==> config.mk <==
export PLATFORM = sky130hd
export DESIGN_NAME = hex_display_scanner
export DESIGN_NICKNAME = d
export VERILOG_FILES = /design/src/rtl/hex_display_scanner.sv
export SDC_FILE = /design/constraint.sdc
export NUM_CORES = 1
export LEC_CHECK = 0
export CORE_MARGIN = 3
export CORE_UTILIZATION = 50
export CTS_CLUSTER_SIZE = 12
export DETAILED_ROUTE_END_ITERATION = 8
export GPL_ROUTABILITY_DRIVEN = 0
export PLACE_DENSITY = 0.7
export SYNTH_ARGS = -nofsm -noshare
export SYNTH_HDL_FRONTEND = slang
export SYNTH_SLANG_ARGS = --single-unit
==> constraint.sdc <==
create_clock -name CLK -period 6.6 [get_ports CLK]
set_input_delay 0.66 -clock CLK [delete_from_list [all_inputs] [get_ports CLK]]
set_output_delay 0.66 -clock CLK [all_outputs]
set_load 0.01 [all_outputs]
run_1/layer_met1.png
The bar under the picture is 20 um long. Supply wires on this layer in grey.
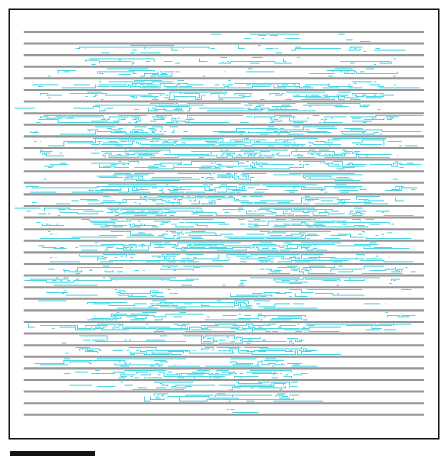
The layer carries 5270 um of wire. The layer holds 46% of the routed length. 544 nets have wire on it. The wires run mostly horizontal. The longest straight run is 30.4 um.
met1 global-route usage: 32.5%
Vias: 4111
Post-Route WL: 11400 um

run_1/layer_met2.png
Cells faint in the background.
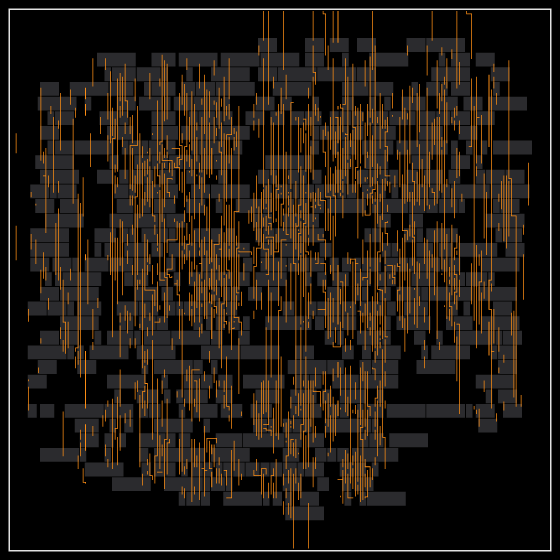
The layer holds 45% of the routed length. 490 nets have wire on it.
M2 GR Usage: 35.7%

run_1/layer_met3.png
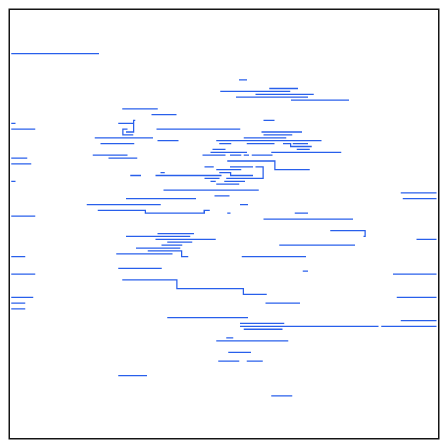
The wires run mostly horizontal. The layer carries 872 um of wire. The longest straight run is 32.2 um. The layer holds 7.6% of the routed length.
met3 global-route usage: 5.21%

==> out/results.ini, run 1 <==
[job]
maxCapViolCount=0

[final_layout]
n_clock_buffer=14
n_all_buffers=32
logic_area_um2=2890
area_growth_pct=10.9
most-common-layout-cells=nor2_1 (70), dfxtp_1 (66), mux2i_1 (37)
n_antenna_cell=0
dominant_cells=combinational gates
nFillCells=801
multi_input_comb_cells=424

[yosys]
synth_cell_types=71
yosys_area_um2=4450
xor_area_share_pct=0.590
avgSynthCellArea_um2=8.15
postSynthCellCount=546
syn_area_um2=4450
async_flop_share_pct=0
yosys_warnings=0
fp_nets=595
synth_seq_share_pct=29.7
synth_adder_area_share_pct=8.43
mux_share_pct=10.0
flop_cell=dfxtp_1

[critical_path]
cp-start-kind=flip-flop
worst-path-max-fanout=23
slowest_delay_ps=580
reg2reg_depth=14
required_ps=6820
critical_path_class=flip-flop to flip-flop
end_kind=flip-flop
cp_cell_sequence=ha_1 > nand4_1 > nor4_4 > nand2_2 > mux2i_1 > inv_1 > ha_1 > inv_1 > mux2i_1 > nand2_1 > o21ai_0 > o21bai_1 > o2111a_1 > a31oi_1

[place]
portBuffers=31
post-dp-hpwl_um=8110

[route]
drc=0
drt-pass1-iter-count=5

[floorplanning]
dieArea_um2=10100
std_cell_rows=33
ios=32

[global_routing]
grt_pass1_vias=3813
grt_pass1_wl_um=18900
grt_remaining_overflow=0

[final_timing]
finalClockPeriodUsage_pct=58.3
final_hold_viol_count=0
fin_skew_ps=8.75
worst_slew_pin_slew_ps=1100
grt_setup_unrepaired=false
finalSetupTns_ps=0
max_slew_margin_pct=26.8
period_minus_slack_ps=3850

[clocking]
worstSkewPairLatency_ps=350
cts_resized=0
htree_levels=3
postCtsSetupRepairBufs=0
ctsHoldBuffers=0
cts_sinks=66

[power]
p_leak_nw=2.04
max-vdd-ir-drop_v=0.000119

[status]
run_status=finished, final reports clean

run 1: per-stage QoR:
| stage | instance area (um^2) | std cells | worst slack [ps] | hold WS (ps) | power [mW] |
|---|---|---|---|---|---|
| finish | 4930 | 669 | 2750 | 473 | 0.840 |
| global route | 4930 | 669 | 2450 | 499 | 0.881 |
| CTS | 4930 | 669 | 2800 | 474 | 0.847 |
| detailed placement | 4750 | 653 | 2820 | 462 | 0.529 |
| global placement | 4750 | 653 | 2950 | 449 | 0.527 |
| floorplan | 4450 | 546 | 3240 | 438 | 0.490 |
run 1: synthesized netlist by cell type, types with 10 or more instances:
cell | instances | area share [%]
a21oi_1 | 34 | 3.8
dfxtp_1 | 66 | 30
inv_1 | 26 | 2.2
mux2i_1 | 37 | 8.3
nor2_1 | 70 | 5.9
a31oi_1 | 10 | 1.4
nor3_1 | 13 | 1.5
nand3_1 | 15 | 1.7
clkbuf_1 | 21 | 1.8
ha_1 | 30 | 8.4
nand2_1 | 32 | 2.7
nand2b_1 | 14 | 2.0
o21ai_0 | 25 | 2.8
run 1: power by group:
group | switching, mW | internal [mW]
clock | 0.153 | 0.166
combinational | 0.0483 | 0.0409
sequential | 0.0163 | 0.415
total | 0.218 | 0.622
run 1: tightest hold or removal path: cells and delay by family (launching register included):
kind | cells | cell delay (ps)
DFF | 1 | 300
buffers and inverters | 1 | 80
AOI/OAI and AO/OA | 1 | 50
run 1: layer usage:
| metal | track usage, % | vias up | wire length [um] |
|---|---|---|---|
| met5 | 0 | - | 0 |
| met4 | 7.98 | 0 | 151 |
| met3 | 5.21 | 20 | 872 |
| met2 | 35.7 | 175 | 5150 |
| met1 | 32.5 | 1923 | 5270 |
| li1 | - | 1993 | - |
run_1/layer_met4.png
Supply wires on this layer in grey.
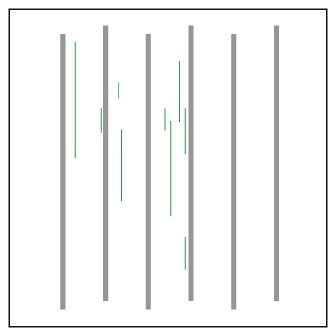

==> run 1 -> run 2 <==
clock period = 3.9 ns   (was 6.6 ns; I/O delays follow)
run_2/layer_met4.png
Supply wires on this layer in grey.
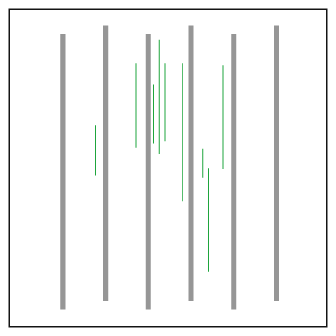
7 nets have wire on it. The wires run mostly vertical. The longest straight run is 43.5 um.
Post-Route WL: 11700 um
Vias: 4203

==> run 2 against run 1 <==
  * Sequential power rose by 69%
  * Register-to-register slack got worse by 2500 ps
  * Power rose by 87%
  * Setup slack got worse by 2500 ps
  * Clock power rose by 120%
  * Worst hold slack got worse by 5.2 ps
  * First-iteration DRC count rose by 1.3%
  * Cell count rose by 1.8%
  * Clock skew rose by 4.6 ps
==> out/results.ini, run 2 <==
[floorplanning]
dieArea_um2=10100  ; unchanged
std_cell_rows=33  ; unchanged
die_w_um=100  ; unchanged
ios=32  ; unchanged
core-area_um2=8420  ; unchanged

[power]
max-vdd-ir-drop_v=0.000211  ; was 0.000119 V
p_leak_nw=2.11  ; was 2.04 nW
p_per_area_nw_per_um2=310  ; was 170 nW/um^2
p_total_mw=1.57  ; was 0.840 mW

[clocking]
clockBufferDepth=2  ; unchanged
htree_levels=3  ; unchanged
cts_tree=done  ; unchanged
worstSkewPairLatency_ps=350  ; about the same
cts_sinks=66  ; unchanged
root_buffer=clkbuf_8  ; unchanged
ctsHoldBuffers=0  ; unchanged
clk_pin_slew_ps=80  ; was 70 ps

[final_timing]
final_hold_viol_count=0  ; unchanged
grt_setup_unrepaired=false  ; unchanged
max_slew_margin_pct=27.5  ; was 26.8%
fmax_mhz=276  ; was 260 MHz
holdWs_ps=468  ; was 473 ps
fin_skew_ps=13.3  ; was 8.75 ps
finalClockPeriodUsage_pct=93.0  ; was 58.3%
fin_ws_ps=273  ; was 2750 ps
worst_slew_pin_slew_ps=1080  ; was 1100 ps
finalSetupTns_ps=0  ; unchanged
period_minus_slack_ps=3630  ; was 3850 ps

[yosys]
syn_area_um2=4450  ; unchanged
synth_cell_types=71  ; unchanged
top_cells_by_area=dfxtp_1 (30%), ha_1 (8.4%), mux2i_1 (8.3%)  ; unchanged
yosys.area.top_type=dfxtp_1  ; unchanged
ys_cells=546  ; unchanged
synth_seq_share_pct=29.7  ; unchanged
postSynthCellCount=546  ; unchanged
yosys_warnings=0  ; unchanged
most_common_cell=nor2_1  ; unchanged
flop_cell=dfxtp_1  ; unchanged
fp_nets=595  ; unchanged
top_area_share_pct=29.7  ; unchanged
avgSynthCellArea_um2=8.15  ; unchanged
common_cells=nor2_1 (70), dfxtp_1 (66), mux2i_1 (37)  ; unchanged
async_flop_share_pct=0  ; unchanged
yosys_area_um2=4450  ; unchanged

[global_routing]
grt_pass1_wl_um=19100  ; was 18900 um
grtUsageTotal_pct=23.6  ; was 23.4%
grt_pass1_vias=3780  ; was 3813
grt_remaining_overflow=0  ; unchanged

[route]
drt_iter0_markers=317  ; was 313
vias_per_cell=6.17  ; was 6.14
drt-pass1-iter-count=7  ; was 5
drc=0  ; unchanged
antenna_left=0  ; unchanged

[critical_path]
worst-path-max-fanout=11  ; was 23
cp.arrival_ps=3920  ; was 4070 ps
cp-start-kind=flip-flop  ; unchanged
regToRegSetupSlack_ps=270  ; was 2750 ps
critical_path_class=flip-flop to flip-flop  ; unchanged
required_ps=4190  ; was 6820 ps
end_kind=flip-flop  ; unchanged
reg2reg_depth=12  ; was 14

[job]
maxCapViolCount=0  ; unchanged
warnings=49  ; unchanged

[final_layout]
utilization_pct=60.3  ; was 58.6%
drive_above_1_share_pct=9.38  ; was 6.91%
most-common-layout-cells=nor2_1 (70), dfxtp_1 (66), mux2i_1 (36)  ; was nor2_1 (70), dfxtp_1 (66), mux2i_1 (37)
n_antenna_cell=0  ; unchanged
area_growth_pct=14.2  ; was 10.9%

[status]
run_status=finished, final reports clean  ; unchanged

[place]
pre_cts_slack_ps=321  ; was 2820 ps
post-dp-hpwl_um=8340  ; was 8110 um
portBuffers=31  ; unchanged

[hold_path]
hp-class=flip-flop to flip-flop  ; unchanged
min_path_cells=2  ; unchanged

run_2/layer_met3.png
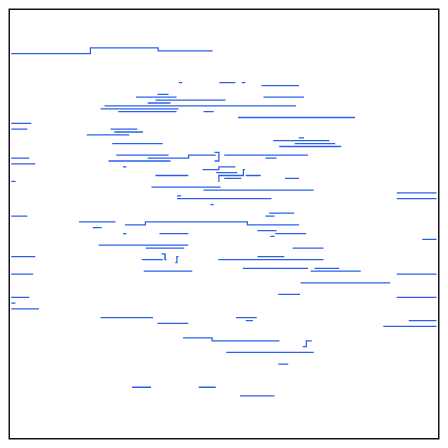
72 nets have wire on it. The layer carries 860 um of wire. The longest straight run is 44.6 um. The layer holds 7.3% of the routed length.
met3 global-route usage: 5.42%

run 2: cell families after synthesis:
family	count (synthesis)	synth area share, %
AND/OR/NAND/NOR	215	26.4
multiplexers	43	10.0
AND-OR/OR-AND	133	19.4
XOR/XNOR	3	0.590
adder cells (fa/ha/maj)	30	8.43
flip-flops	66	29.7
buffers and inverters	56	5.43
run 2: metal layers:
| metal | global-route usage (%) | wire length, um |
|---|---|---|
| met1 | 33.3 | 5500 |
| met2 | 35.3 | 5130 |
| met3 | 5.42 | 860 |
| met4 | 7.98 | 238 |
| met5 | 0 | 0 |
run 2: critical path: stages (launching register included):
cell	delay [ps]
dfxtp_1	410
ha_1	230
nand4_1	300
nor4_4	470
nand2_2	270
mux2_2	360
inv_1	110
ha_1	230
and3_1	150
a311o_1	320
a311oi_1	420
o2bb2ai_1	140
a21oi_1	140
run 2: through the flow:
step | cells | cell area, um^2
after global placement | 665 | 4840
final | 681 | 5080
after floorplan | 546 | 4450
after CTS | 681 | 5080
after global routing | 681 | 5080
after detailed placement | 665 | 4840
run 2: final cells by class:
cell class	count	area (um^2)
fillers	749	3340
multi-input cells	424	2890
flip-flops and latches	66	1320
repair buffers	44	403
clock buffers	12	165
well taps	105	131
inverters	26	97.6
clock inverters	4	72.6
run 2: report_power, final:
part / switching (mW) / internal [mW]
registers: 0.0254 / 0.702
clock network: 0.277 / 0.411
logic: 0.0872 / 0.0710
run 2: what timing repair did:
item | in CTS | in global routing
setup buffers | 0 | 0
gates resized | 0 | 1
setup endpoints to repair | 0 | 1
hold endpoints to repair | 0 | 0
Power figures rest on the tool's default switching activity, not on a simulated workload.
